==> run_1/clock_map.png <==
Bar = 50 um.
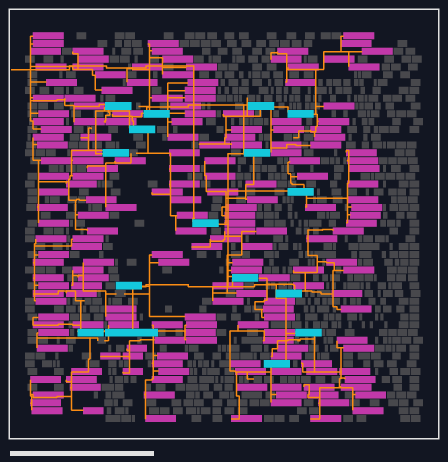
==> run_1/cell_classes.png <==
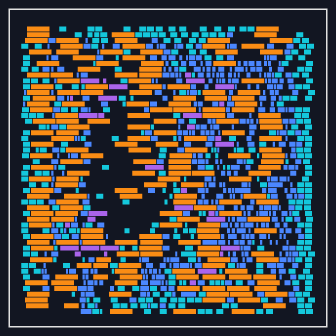
==> run_1/wire_density.png <==
The die is cut into 30 by 30 equal tiles; dark blue is low, red is high, scaled to the fullest tile. Values are wire area over tile area, all layers added.
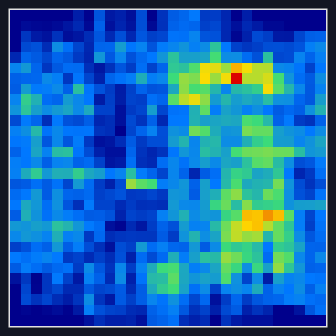
[config.mk]
export PLATFORM = sky130hd
export DESIGN_NAME = fetch_queue_flat
export DESIGN_NICKNAME = d
export VERILOG_FILES = /design/src/rtl/rv64_pkg.sv /design/src/rtl/fetch_queue_if.sv /design/src/rtl/fetch_queue_sync_fifo.sv /design/src/rtl/fetch_queue.sv /design/src/flat_wrapper.sv
export SDC_FILE = /design/constraint.sdc
export NUM_CORES = 1
export LEC_CHECK = 0
export ABC_AREA = 0
export CAP_MARGIN = 20
export CORE_MARGIN = 5
export CORE_UTILIZATION = 48
export CTS_CLUSTER_DIAMETER = 120
export DETAILED_ROUTE_END_ITERATION = 7
export GPL_ROUTABILITY_DRIVEN = 1
export GPL_TIMING_DRIVEN = 0
export HOLD_SLACK_MARGIN = 0.08
export PLACE_DENSITY_LB_ADDON = 0.3
export SETUP_SLACK_MARGIN = 0.02
export SLEW_MARGIN = 15
export SYNTH_ARGS = -nofsm -noshare
export SYNTH_HDL_FRONTEND = slang
export SYNTH_SLANG_ARGS = --single-unit
[constraint.sdc]
create_clock -name clk -period 18.9 [get_ports clk]
set_input_delay 5.67 -clock clk [delete_from_list [all_inputs] [get_ports clk]]
set_output_delay 5.67 -clock clk [all_outputs]
set_load 0.1 [all_outputs]
[src/rtl/rv64_pkg.sv]
// Shared RV64I-Zba pipeline definitions: datapath widths, the canonical NOP
// and the {pc, instr} packet carried from fetch to decode.
package rv64_pkg;

    localparam int XLEN = 64;
    localparam int ILEN = 32;
    localparam logic [ILEN-1:0] NOP_INSTR = 32'h0000_0013;

    typedef struct packed {
        logic [XLEN-1:0] pc;
        logic [ILEN-1:0] instr;
    } fetch_pkt_t;

endpackage

[src/rtl/fetch_queue_if.sv]
// Fetch-to-decode handshake bundle. The slave side is the queue itself; the
// master side is the surrounding pipeline (fetch producer plus decode consumer).
interface fetch_queue_if;
    import rv64_pkg::*;

    logic [XLEN-1:0] PC_F;
    logic [ILEN-1:0] Instr_F;
    logic            Valid_F;
    logic            Ready_F;
    logic            Flush;
    logic [XLEN-1:0] PC_D;
    logic [XLEN-1:0] PCPlus4_D;
    logic [ILEN-1:0] Instr_D;
    logic            Valid_D;
    logic            Ready_D;

    modport master (
        output PC_F, Instr_F, Valid_F, Flush, Ready_D,
        input  Ready_F, PC_D, PCPlus4_D, Instr_D, Valid_D
    );

    modport slave (
        input  PC_F, Instr_F, Valid_F, Flush, Ready_D,
        output Ready_F, PC_D, PCPlus4_D, Instr_D, Valid_D
    );

endinterface

[src/rtl/fetch_queue_sync_fifo.sv]
// Generic circular FIFO with synchronous clear; the read port is the array
// entry addressed by the registered read pointer, so dout has no input path.
module sync_fifo #(
    parameter int WIDTH = 8,
    parameter int DEPTH = 2
) (
    input  logic             clk,
    input  logic             rst,
    input  logic             push,
    input  logic             pop,
    input  logic             clear,
    input  logic [WIDTH-1:0] din,
    output logic [WIDTH-1:0] dout,
    output logic             full,
    output logic             empty
);

    localparam int PW = $clog2(DEPTH);
    localparam int CW = $clog2(DEPTH + 1);

    logic [WIDTH-1:0] mem [DEPTH];
    logic [PW-1:0]    wptr;
    logic [PW-1:0]    rptr;
    logic [CW-1:0]    count;
    logic             do_push;
    logic             do_pop;

    assign full    = (count == CW'(DEPTH));
    assign empty   = (count == '0);
    assign do_push = push && !full;
    assign do_pop  = pop && !empty;
    assign dout    = mem[rptr];

    // DEPTH is a power of two, so pointer wrap is plain binary overflow.
    always_ff @(posedge clk) begin
        if (rst || clear) begin
            wptr  <= '0;
            rptr  <= '0;
            count <= '0;
        end else begin
            if (do_push) wptr <= wptr + PW'(1);
            if (do_pop)  rptr <= rptr + PW'(1);
            case ({do_push, do_pop})
                2'b10:   count <= count + CW'(1);
                2'b01:   count <= count - CW'(1);
                default: count <= count;
            endcase
        end
    end

    always_ff @(posedge clk) begin
        if (do_push && !rst && !clear) mem[wptr] <= din;
    end

endmodule

[src/rtl/fetch_queue.sv]
// Fetch/decode decoupling queue: buffers {PC, instr} pairs, presents the
// oldest to decode, and substitutes PC 0 / NOP whenever nothing is held.
module fetch_queue
    import rv64_pkg::*;
#(
    parameter int DEPTH = 2
) (
    input logic          clk,
    input logic          rst,
    fetch_queue_if.slave bus
);

    fetch_pkt_t      in_pkt;
    fetch_pkt_t      head;
    logic            full;
    logic            empty;
    logic            push;
    logic            pop;
    logic [XLEN-1:0] pc_d;

    // Flush wins over both handshakes, so a redirect never leaks an entry.
    assign push   = bus.Valid_F && !full && !bus.Flush;
    assign pop    = !empty && bus.Ready_D && !bus.Flush;
    assign in_pkt = '{pc: bus.PC_F, instr: bus.Instr_F};

    sync_fifo #(
        .WIDTH($bits(fetch_pkt_t)),
        .DEPTH(DEPTH)
    ) u_fifo (
        .clk  (clk),
        .rst  (rst),
        .push (push),
        .pop  (pop),
        .clear(bus.Flush),
        .din  (in_pkt),
        .dout (head),
        .full (full),
        .empty(empty)
    );

    assign pc_d          = empty ? '0 : head.pc;
    assign bus.Ready_F   = !full;
    assign bus.Valid_D   = !empty;
    assign bus.PC_D      = pc_d;
    assign bus.Instr_D   = empty ? NOP_INSTR : head.instr;
    assign bus.PCPlus4_D = pc_d + XLEN'(4);

endmodule
[src/flat_wrapper.sv]
// flat-port wrapper written by rule: the top's interface ports become plain ports
module fetch_queue_flat import rv64_pkg::*;
#(
    parameter int DEPTH = 2
)
  (clk, rst, bus_PC_F, bus_Instr_F, bus_Valid_F, bus_Flush, bus_Ready_D, bus_Ready_F, bus_PC_D, bus_PCPlus4_D, bus_Instr_D, bus_Valid_D);
  fetch_queue_if bus_i ();
  input logic clk;
  input logic rst;
  input wire logic [$bits(bus_i.PC_F)-1:0] bus_PC_F;
  input wire logic [$bits(bus_i.Instr_F)-1:0] bus_Instr_F;
  input wire logic [$bits(bus_i.Valid_F)-1:0] bus_Valid_F;
  input wire logic [$bits(bus_i.Flush)-1:0] bus_Flush;
  input wire logic [$bits(bus_i.Ready_D)-1:0] bus_Ready_D;
  output wire logic [$bits(bus_i.Ready_F)-1:0] bus_Ready_F;
  output wire logic [$bits(bus_i.PC_D)-1:0] bus_PC_D;
  output wire logic [$bits(bus_i.PCPlus4_D)-1:0] bus_PCPlus4_D;
  output wire logic [$bits(bus_i.Instr_D)-1:0] bus_Instr_D;
  output wire logic [$bits(bus_i.Valid_D)-1:0] bus_Valid_D;
  assign bus_i.PC_F = bus_PC_F;
  assign bus_i.Instr_F = bus_Instr_F;
  assign bus_i.Valid_F = bus_Valid_F;
  assign bus_i.Flush = bus_Flush;
  assign bus_i.Ready_D = bus_Ready_D;
  assign bus_Ready_F = bus_i.Ready_F;
  assign bus_PC_D = bus_i.PC_D;
  assign bus_PCPlus4_D = bus_i.PCPlus4_D;
  assign bus_Instr_D = bus_i.Instr_D;
  assign bus_Valid_D = bus_i.Valid_D;
  fetch_queue #(.DEPTH(DEPTH)) u_core (.clk(clk), .rst(rst), .bus(bus_i));
endmodule
==> flow_metrics.env, run 1 <==
# implementation run metrics
export IMPL_dp_hpwl_mm=21.1
export IMPL_dp_cells=1244
export IMPL_synthArstFlopShare_pct=0
export IMPL_rrSetupSlack_ns=15.40
export IMPL_postPlaceCellArea_um2=12400
export IMPL_switching_share_pct=28.1
export IMPL_core_rowCount=50
export IMPL_antenna_cells=0
export IMPL_intPower_mw=0.705
export IMPL_period_minus_slack_ns=11.83
export IMPL_fin_skew_ns=0.00927
export IMPL_insertion_delay_ns=0.43
export IMPL_met3_usage_pct=9.33
export IMPL_finalPower_mw=0.981
export IMPL_synth_net_count=795
export IMPL_netlist_top_cells_count="edfxtp_1 (192), nor2_1 (103), mux2i_1 (95)"
export IMPL_dr_pass1_iters=5
export IMPL_path_cells="nor2_2, buf_2, buf_2, clkbuf_1, clkbuf_1, nor2_1, ha_1, nor4b_2, nand4_2, nor4_1, nor3b_1, xnor2_1, clkdlybuf4s50_1"
export IMPL_synth_edff_count=192
export IMPL_yosysTopAreaCell="edfxtp_1"
export IMPL_drt_first_iter_violations=530
export IMPL_p_leak_nw=4.16
export IMPL_holdBufCountCts=0
export IMPL_cts_repair_resize_count=0
export IMPL_rr_startpoint="u_core.u_fifo.count[1]$_SDFFE_PP0P_"
export IMPL_chipHeight_um=149
export IMPL_synthFlopType="edfxtp_1"
export IMPL_clock_power_share_pct=34.2
export IMPL_h_tree_depth=4
export IMPL_syn_to_final_growth_pct=39.6
export IMPL_drv_slew=0
export IMPL_gr_total_overflow=0
export IMPL_fp_util_pct=49.1
export IMPL_status="completed"
export IMPL_setup_worst_path_start_class="flop"
export IMPL_rsz0062_at_grt="no"
export IMPL_clock_sinks=197
export IMPL_worst_endpoint_required_ns=13.23
export IMPL_cp_num_buf_inv=5
export IMPL_drc=0
export IMPL_top_cell="edfxtp_1"
export IMPL_post_cts_buffers=0
export IMPL_grt_use_met1_pct=29.3
export IMPL_clockBufferDepth=2
export IMPL_port_buffers=261
export IMPL_met2_usage_pct=39.9
export IMPL_synth_area_um2=9280
export IMPL_hold_path_class="reg2reg"
export IMPL_cts_buffers=17
export IMPL_fin_crit_sh_pct=62.6
export IMPL_peakVddDrop_v=0.0000667
export IMPL_yosysWarnings=0
export IMPL_clockRootBuffer="clkbuf_16"
export IMPL_maxCapViolCount=0
export IMPL_place_gp_congestion=0.886
export IMPL_p_seq_mw=0.491
export IMPL_yosys_stat_cells=692
export IMPL_synthTopCellsByArea="edfxtp_1 (62%), mux2i_1 (10%), nor2_1 (4.2%)"
export IMPL_endpoint="bus_PCPlus4_D[60]"
export IMPL_endpoint_kind="output pin"
export IMPL_yosysTopAreaCellShare_pct=62.1
export IMPL_routed_via_count=7046
export IMPL_place_ws_ns=7.66
export IMPL_openroad_warnings=26
export IMPL_grt_pass1_wl_mm=40.5
export IMPL_cp_arrival_ns=6.16
export IMPL_cp_max_fo=10
export IMPL_clock_power_mw=0.335
export IMPL_via_per_inst=5.52
export IMPL_ys_ff=197
export IMPL_crit_start="u_core.u_fifo.count[0]$_SDFFE_PP0P_"
export IMPL_regToRegEndpoint="u_core.u_fifo.count[1]$_SDFFE_PP0P_"
export IMPL_seqPwrFrac_pct=50.1
export IMPL_die_x_um=149
export IMPL_crit_family="simple AND/OR/NAND/NOR gates"
export IMPL_cts_tree="yes"
export IMPL_clk_pin_slew_worst_paths_ns=0.07
export IMPL_slew_headroom_pct=29.6
export IMPL_fin_setup_tns_ns=0
export IMPL_tightest_slew_ns=1.05
export IMPL_power_top_group="sequential cells"
export IMPL_p_sw_mw=0.276
export IMPL_hold_start="u_core.u_fifo.rptr$_SDFFE_PP0P_"
export IMPL_max_stage_delay_ns=1.18
export IMPL_grt_max_degree=19
export IMPL_nets=1107
export IMPL_fmax_mhz=84.5
export IMPL_holdWs_ns=0.567
export IMPL_ys_seq_share_pct=63.2
export IMPL_antenna_found_initial=3
export IMPL_yosysUniqueCellTypes=48
export IMPL_whs_path_depth=2
export IMPL_grt_busiest_layer="met2"
export IMPL_fin_area_um2=13000
export IMPL_final_cells=1277
export IMPL_netlist_instances=692
export IMPL_powerDensity_nw_per_um2=75.7
export IMPL_comb_power_share_pct=15.8
export IMPL_chip_area_um2=22200
export IMPL_cp_depth=13
export IMPL_synth_chip_area_um2=9280
export IMPL_setup_viol_count_final=0
export IMPL_r2r_cells=12
export IMPL_drive_gt1_share_pct=11.1
export IMPL_cp_slowest_cell="clkdlybuf4s50_1"
export IMPL_io_pins=263
export IMPL_path_class="reg2out"
export IMPL_finalHoldViolations=0
export IMPL_powerComb_mw=0.155
export IMPL_ant_nets=0
export IMPL_grt_pass1_vias=7240
export IMPL_syn_area_per_cell_um2=13.4
export IMPL_timing_final_ws_setup_ns=7.07
Notes on clock_map.png above:
- cyan: cells driving clock nets (count 17)
- magenta: flip-flops (count 197)
- orange: clock wires (length 2050 um)
- flops lie: widely spread
- routed clock nets: 18

Notes on cell_classes.png above:
- cyan: other buffers and delay cells (cells 327; share of their area 24%)
- orange: flip-flops (cells 197; share of their area 46%)
- purple: clock drivers and dummy loads (cells 32; share of their area 4.3%)
- blue: all other logic (cells 461; share of their area 25%)
Final Util: 68.6%
sequential cell area share: 45.3%
CORE AREA: 18900 um2

Notes on wire_density.png above:
- densest ninth of the die: right middle
- mean over tiles: 0.21
- nearly empty tiles: 6.2%
- fullest tile: 0.84
Total GRT Usage: 24.2%
Wirelength per Cell: 21.1 um
Routed Wire Length: 27.0 mm

-- run 1: placed cells by master, fill, tap and decap left out, drive strengths merged, types with 2 or more instances in the layout --
cell type,count
nand4b,4
clkinv,5
clkdlybuf4s50,261
xnor2,42
and3,2
clkinvlp,2
nor3b,2
buf,60
nand3,35
inv,14
nand3b,14
nor3,25
edfxtp,192
nand2,29
nand2b,2
a32o,2
mux2i,95
clkbuf,23
dfxtp,5
xor2,23
ha,2
and2,3
or2,5
o21ai,5
nor4b,2
nand4,22
nor2,104
a211oi,12
or4b,2
nor4,16
-- run 1: cells by family (layout without fill, tap and decap cells) --
| kind of cell | count (synthesis) | count (layout) | synth area share [%] |
|---|---|---|---|
| AOI/OAI and AO/OA | 22 | 22 | 1.90 |
| xor gates and xnor gates | 65 | 65 | 6.14 |
| adders and majority gates | 2 | 2 | 0.270 |
| buffers and inverters | 40 | 365 | 2.45 |
| DFF | 197 | 197 | 63.2 |
| muxes | 95 | 95 | 10.2 |
| and+or+nand+nor | 271 | 271 | 15.8 |
-- run 1: per-layer routing --
layer / wire length [um] / part of all wire, %
met1: 10100 / 38
met2: 12600 / 47
met3: 3410 / 13
met4: 732 / 2.7
met5: 39 / 0.14
-- run 1: final cells by class --
| class | instances | area [um2] |
|---|---|---|
| Fill cell | 1445 | 5940 |
| Sequential cell | 197 | 5870 |
| Multi-Input combinational cell | 455 | 3200 |
| Timing Repair Buffer | 293 | 2790 |
| Clock buffer | 17 | 425 |
| Tap cell | 260 | 325 |
| Buffer | 34 | 205 |
| Clock inverter | 15 | 119 |
| Inverter | 6 | 22.5 |
-- run 1: flip-flops by register name (all words and copies together) (netlist names), named ones only --
signal               count
u_core.u_fifo.count      2
u_core.u_fifo.mem      192
u_core.u_fifo.rptr       1
u_core.u_fifo.wptr       1
## Run 2: what changed since run 1
==> constraint.sdc (replaced) <==
create_clock -name clk -period 11.94 [get_ports clk]
set_input_delay 3.582 -clock clk [delete_from_list [all_inputs] [get_ports clk]]
set_output_delay 3.582 -clock clk [all_outputs]
set_load 0.1 [all_outputs]
==> run 2 against run 1 <==
  * Core utilization is 0.52 points higher
  * Design area grew 0.75%
  * Combinational power is 59% higher
  * Synthesized cell count stayed put
  * Clock power is 69% higher
  * Cell count fell by 1.0%
  * Die area did not move
  * Sequential power is 58% higher
  * Global-route usage is 0.23 points lower
  * Highest routed layer unchanged
==> flow_metrics.env, run 2 <==
# implementation run metrics
export IMPL_ys_ff=197
export IMPL_netlist_top_cells_count="edfxtp_1 (192), nor2_1 (103), mux2i_1 (95)"
export IMPL_yosysUniqueCellTypes=48
export IMPL_grt_max_degree=20
export IMPL_setup_viol_count_final=0
export IMPL_peakVddDrop_v=0.0000927
export IMPL_period_minus_slack_ns=9.79
export IMPL_yosysWarnings=0
export IMPL_powerDensity_nw_per_um2=122
export IMPL_mostFrequentLayoutCells="clkdlybuf4s50_1 (261), edfxtp_1 (192), nor2_1 (103)"
export IMPL_rrSetupSlack_ns=8.47
export IMPL_timing_final_ws_setup_ns=2.15
export IMPL_powerComb_mw=0.247
export IMPL_core_rowCount=50
export IMPL_dp_hpwl_mm=20.9
export IMPL_antenna_cells=0
export IMPL_cp_max_fo=10
export IMPL_synth_chip_area_um2=9280
export IMPL_chip_area_um2=22200
export IMPL_grt_pass1_wl_mm=40.1
export IMPL_drt_first_iter_violations=551
export IMPL_gr_total_overflow=0
export IMPL_insertion_delay_ns=0.43
export IMPL_die_x_um=149
export IMPL_fp_util_pct=49.1
export IMPL_p_seq_mw=0.777
export IMPL_clock_sinks=197
export IMPL_grt_usage_pct=24.0
export IMPL_finalPower_mw=1.59
export IMPL_ant_nets=0
export IMPL_finalHoldViolations=0
export IMPL_post_cts_buffers=0
export IMPL_fin_setup_tns_ns=0
export IMPL_status="completed"
export IMPL_fin_area_um2=13100
export IMPL_intPower_mw=1.14
export IMPL_largest_reg_flops=192
export IMPL_p_leak_nw=4.13
export IMPL_syn_to_final_growth_pct=40.7
export IMPL_slew_headroom_pct=24.1
export IMPL_ys_seq_share_pct=63.2
export IMPL_synthArstFlopShare_pct=0
export IMPL_openroad_warnings=26
export IMPL_drive_gt1_share_pct=9.86
export IMPL_clockBufferDepth=2
export IMPL_max_stage_delay_ns=1.16
export IMPL_worst_endpoint_required_ns=8.36
export IMPL_grt_pass1_vias=7151
export IMPL_place_ws_ns=2.81
export IMPL_clockRootBuffer="clkbuf_16"
export IMPL_cts_tree="yes"
export IMPL_holdWs_ns=0.573
export IMPL_place_gp_congestion=0.948
export IMPL_io_pins=263
export IMPL_holdBufCountCts=0
export IMPL_fin_util_pct=69.1
export IMPL_layout_cells_most_common="clkdlybuf4s50_1"
export IMPL_cp_slowest_cell="clkdlybuf4s50_1"
export IMPL_yosys_stat_cells=692
export IMPL_synth_area_um2=9280
export IMPL_netlist_instances=692
export IMPL_cp_arrival_ns=6.21
export IMPL_dp_cells=1232
export IMPL_synthFlopType="edfxtp_1"
export IMPL_fin_skew_ns=0.0137
export IMPL_top_cell="edfxtp_1"
export IMPL_drv_slew=0
export IMPL_antenna_found_initial=5
export IMPL_via_per_inst=5.54
export IMPL_power_top_group="sequential cells"
export IMPL_cts_repair_resize_count=0
export IMPL_switching_share_pct=28.1
export IMPL_h_tree_depth=4
export IMPL_top_regs="u_core.u_fifo.mem: 192 flops, u_core.u_fifo.count: 2 flops"
export IMPL_chipHeight_um=149
run 2: layout make-up:
class / count / share of cell area [%]
clock inverter: 15 / 1.27
clock buffer: 17 / 3.26
sequential: 197 / 44.9
timing repair buffer: 280 / 21.7
tap: 260 / 2.49
multi-input combinational: 455 / 24.6
buffer: 34 / 1.57
inverter: 6 / 0.173
run 2: worst max-delay path: cells and delay by family (launching register included):
kind / cells / cell delay (ns)
DFF: 1 / 0.42
and+or+nand+nor: 6 / 2.60
buffers and inverters: 5 / 2.35
adders and majority gates: 1 / 0.23
xor gates and xnor gates: 1 / 0.16
run 2: routing by layer:
| layer | share of wire [%] | vias up | routed length [um] | GRT usage (%) |
|---|---|---|---|---|
| met5 | 0.25 | - | 67 | 0 |
| met4 | 2.9 | 10 | 772 | 8.56 |
| met3 | 12 | 66 | 3320 | 8.26 |
| met2 | 48 | 423 | 12900 | 39.9 |
| met1 | 37 | 3319 | 9820 | 29.1 |
| li1 | - | 3184 | - | - |
run 2: worst paths after layout:
kind,endpoint,depth (start not counted),start
worst min-delay path,u_core.u_fifo.count[1]$_SDFFE_PP0P_,2,u_core.u_fifo.count[1]$_SDFFE_PP0P_
worst max register to register,u_core.u_fifo.count[1]$_SDFFE_PP0P_,12,u_core.u_fifo.count[0]$_SDFFE_PP0P_
worst max-delay path,bus_PCPlus4_D[60],13,u_core.u_fifo.count[0]$_SDFFE_PP0P_
worst min register to register,u_core.u_fifo.count[1]$_SDFFE_PP0P_,2,u_core.u_fifo.count[1]$_SDFFE_PP0P_
run 2: logic make-up after synthesis:
group / after synthesis / share of synthesized area [%]
AOI/OAI and AO/OA: 22 / 1.90
muxes: 95 / 10.2
xor gates and xnor gates: 65 / 6.14
adders and majority gates: 2 / 0.270
and+or+nand+nor: 271 / 15.8
DFF: 197 / 63.2
buffers and inverters: 40 / 2.45
==> run_2/wire_density.png <==
The die is cut into 30 by 30 equal tiles; dark blue is low, red is high, scaled to the fullest tile. Values are wire area over tile area, all layers added.
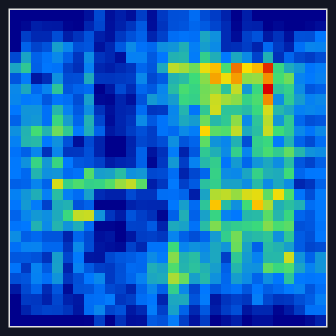
- nearly empty tiles: 6.7%
- mean over tiles: 0.21
- fullest tile: 0.83
- densest ninth of the die: right middle
- tiles over half the peak: 9.0%

==> run_2/met4.png <==
Cells faint in the background.
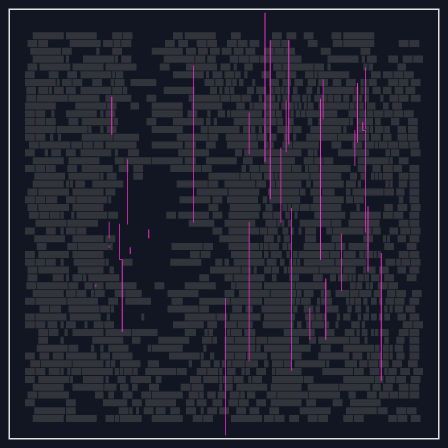
- share of all routed wire: 2.9%
- wire length on this layer: 773 um
- longest straight run: 56.4 um
Routed Wire Length: 26.8 mm
routed via count: 7002

==> run_2/final_clocks.png <==
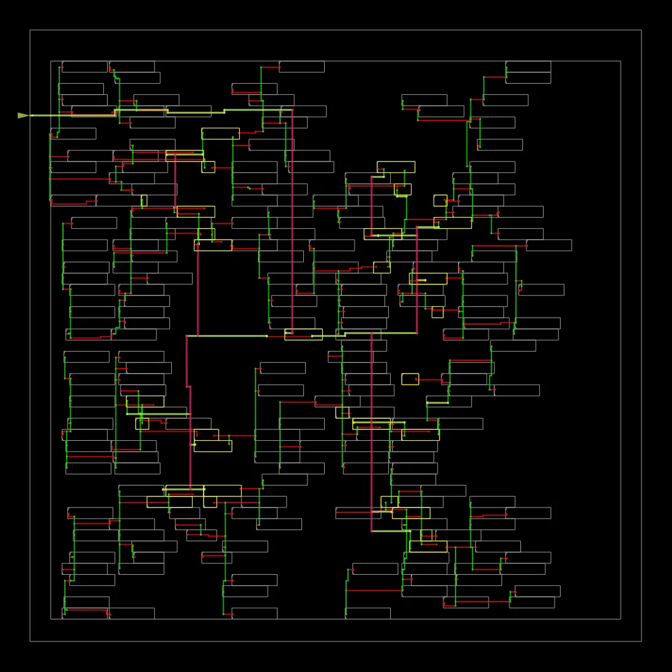
Clock Buffer Count: 17
Inserted Clock Buffers: 17

## Run 3: what changed since run 2
==> constraint.sdc (replaced) <==
create_clock -name clk -period 9.23 [get_ports clk]
set_input_delay 2.769 -clock clk [delete_from_list [all_inputs] [get_ports clk]]
set_output_delay 2.769 -clock clk [all_outputs]
set_load 0.1 [all_outputs]
==> run 3 against run 2 <==
  * Die area is the same
  * Clock power grew 29%
  * Largest power group unchanged
  * Clock-buffer cell count is the same
  * Clock skew is the same
  * Via count is the same
==> flow_metrics.env, run 3 <==
# implementation run metrics
export IMPL_openroad_warnings=26
export IMPL_cts_buffers=17
export IMPL_yosysWarnings=0
export IMPL_cp_slowest_cell="clkdlybuf4s50_1"
export IMPL_fmax_mhz=111
export IMPL_syn_area_per_cell_um2=13.4
export IMPL_status="completed"
export IMPL_rr_startpoint="u_core.u_fifo.count[0]$_SDFFE_PP0P_"
export IMPL_coreArea_um2=18900
export IMPL_fin_crit_sh_pct=97.2
export IMPL_timing_final_ws_setup_ns=0.255
export IMPL_place_ws_ns=0.915
export IMPL_slew_headroom_pct=24.1
export IMPL_holdWs_ns=0.573
export IMPL_synthArstFlopShare_pct=0
export IMPL_setup_worst_path_start_class="flop"
export IMPL_fin_area_um2=13100
export IMPL_via_per_inst=5.54
export IMPL_synthFlopType="edfxtp_1"
export IMPL_grt_usage_pct=24.0
export IMPL_drt_first_iter_violations=551
export IMPL_crit_start="u_core.u_fifo.count[0]$_SDFFE_PP0P_"
export IMPL_ys_seq_share_pct=63.2
export IMPL_nets=1094
export IMPL_top_regs="u_core.u_fifo.mem: 192 flops, u_core.u_fifo.count: 2 flops"
export IMPL_ant_nets=0
export IMPL_synth_area_um2=9280
export IMPL_hold_start="u_core.u_fifo.count[1]$_SDFFE_PP0P_"
export IMPL_finalHoldViolations=0
export IMPL_fin_setup_tns_ns=0
export IMPL_cp_num_buf_inv=5
export IMPL_endpoint_kind="output pin"
export IMPL_top_cell="edfxtp_1"
export IMPL_drc=0
export IMPL_wirelength_mm=26.8
export IMPL_fin_util_pct=69.1
export IMPL_cts_repair_resize_count=0
export IMPL_io_pins=263
export IMPL_finalPower_mw=2.06
export IMPL_layout_cells_most_common="clkdlybuf4s50_1"
export IMPL_yosysTopAreaCell="edfxtp_1"
export IMPL_antenna_found_initial=5
export IMPL_netlist_top_cells_count="edfxtp_1 (192), nor2_1 (103), mux2i_1 (95)"
export IMPL_drive_gt1_share_pct=9.86
export IMPL_synthTopCellsByArea="edfxtp_1 (62%), mux2i_1 (10%), nor2_1 (4.2%)"
export IMPL_largest_reg_flops=192
export IMPL_dp_hpwl_mm=20.9
export IMPL_place_gp_congestion=0.948
export IMPL_grt_pass1_wl_mm=40.1
export IMPL_yosysUniqueCellTypes=48
export IMPL_path_cells="nor2_2, buf_2, buf_2, clkbuf_1, clkbuf_1, nor2_1, ha_1, nor4b_2, nand4_2, nor4_1, nor3b_1, xnor2_1, clkdlybuf4s50_1"
export IMPL_clockBufferDepth=2
export IMPL_routed_via_count=7002
export IMPL_crit_family="simple AND/OR/NAND/NOR gates"
export IMPL_ys_ff=197
export IMPL_setup_viol_count_final=0
export IMPL_syn_to_final_growth_pct=40.7
export IMPL_tightest_slew_ns=1.13
export IMPL_fp_util_pct=49.1
export IMPL_die_x_um=149
export IMPL_path_class="reg2out"
export IMPL_postPlaceCellArea_um2=12500
export IMPL_period_minus_slack_ns=8.97
export IMPL_p_leak_nw=4.13
export IMPL_dp_cells=1232
export IMPL_clockRootBuffer="clkbuf_16"
export IMPL_yosysTopAreaCellShare_pct=62.1
export IMPL_top_register="u_core.u_fifo.mem"
export IMPL_synth_net_count=795
export IMPL_dr_pass1_iters=5
export IMPL_rsz0062_at_grt="no"
export IMPL_antenna_cells=0
export IMPL_routedWlPerCell_um=21.2
export IMPL_mostFrequentLayoutCells="clkdlybuf4s50_1 (261), edfxtp_1 (192), nor2_1 (103)"
export IMPL_hold_path_class="reg2reg"
export IMPL_core_rowCount=50
export IMPL_peakVddDrop_v=0.000120
export IMPL_netlist_instances=692
export IMPL_port_buffers=261
[run 3: cell counts after synthesis]
Identical to the previous run, type by type.
[run 3: final timing paths]
check                                        end  slack (ns)  cells after the start
max reg2reg  u_core.u_fifo.count[1]$_SDFFE_PP0P_        5.76                     12
max                            bus_PCPlus4_D[60]        0.26                     13
min          u_core.u_fifo.count[1]$_SDFFE_PP0P_        0.57                      2
min reg2reg  u_core.u_fifo.count[1]$_SDFFE_PP0P_        0.57                      2
[run 3: kinds of logic (layout without fill, tap and decap cells)]
group | after synthesis | count (layout) | share of synthesized area [%]
AND-OR/OR-AND | 22 | 22 | 1.90
AND/OR/NAND/NOR | 271 | 271 | 15.8
buffers and inverters | 40 | 352 | 2.45
adder cells (fa/ha/maj) | 2 | 2 | 0.270
XOR/XNOR | 65 | 65 | 6.14
flip-flops | 197 | 197 | 63.2
multiplexers | 95 | 95 | 10.2
[run 3: power breakdown]
group | switching (mW) | leakage [nW] | internal (mW)
clock network | 0.347 | 0.284 | 0.386
logic | 0.225 | 2.06 | 0.0937
registers | 0.00625 | 1.78 | 0.999
total | 0.579 | 4.13 | 1.48
[run 3: layout make-up]
cell class / instances / area (um2)
multi-input cells: 455 / 3210
flip-flops and latches: 197 / 5870
inverters: 6 / 22.5
fillers: 1412 / 5840
clock buffers: 17 / 425
repair buffers: 280 / 2830
clock inverters: 15 / 165
well taps: 260 / 325
plain buffers: 34 / 205
[run 3: layer usage]
layer | GRT usage, % | vias to the layer above | wire [um]
met1 | 29.1 | 3319 | 9820
met2 | 39.9 | 423 | 12900
met3 | 8.26 | 66 | 3320
met4 | 8.56 | 10 | 772
met5 | 0 | - | 67
li1 | - | 3184 | -
==> run_3/wire_density.png <==
The die is cut into 30 by 30 equal tiles; dark blue is low, red is high, scaled to the fullest tile. Values are wire area over tile area, all layers added.
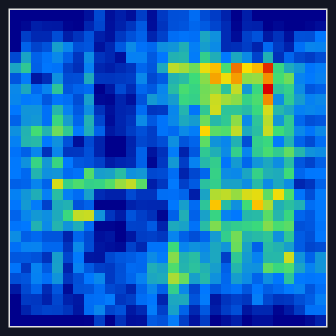
- densest ninth of the die: right middle
- nearly empty tiles: 6.7%
- fullest tile: 0.83
- mean over tiles: 0.21

==> run_3/final_clocks.png <==
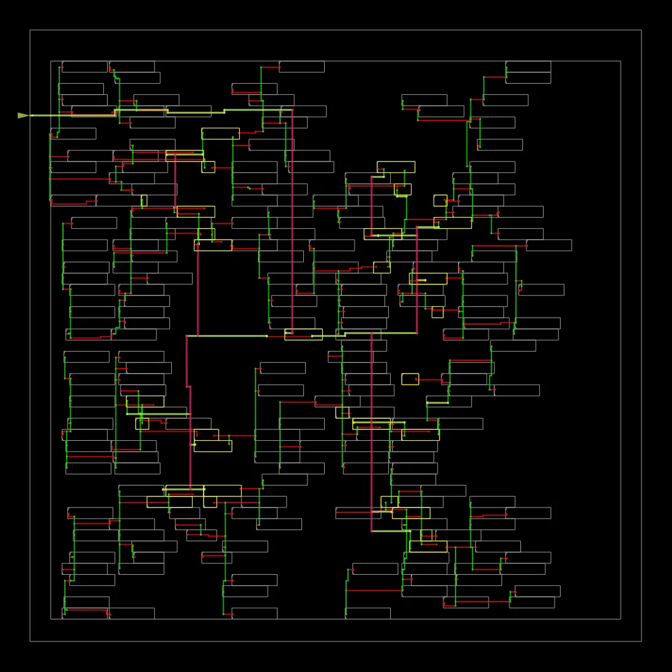
Late-Pin Clk Latency: 0.43 ns
clk_skew: 0.0137 ns

==> run_3/clock_map.png <==
Bar = 50 um.
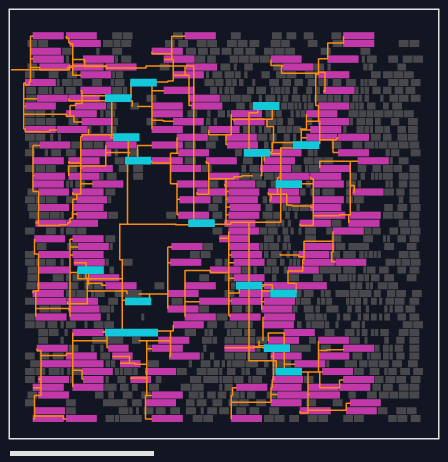
- magenta: flip-flops (count 197)
- cyan: cells driving clock nets (count 17)
- orange: clock wires (length 2020 um)
- flops lie: widely spread
- routed clock nets: 18
clock network fraction of total power: 35.6%
Clock net power: 0.733 mW

Power figures rest on the tool's default switching activity, not on a simulated workload.
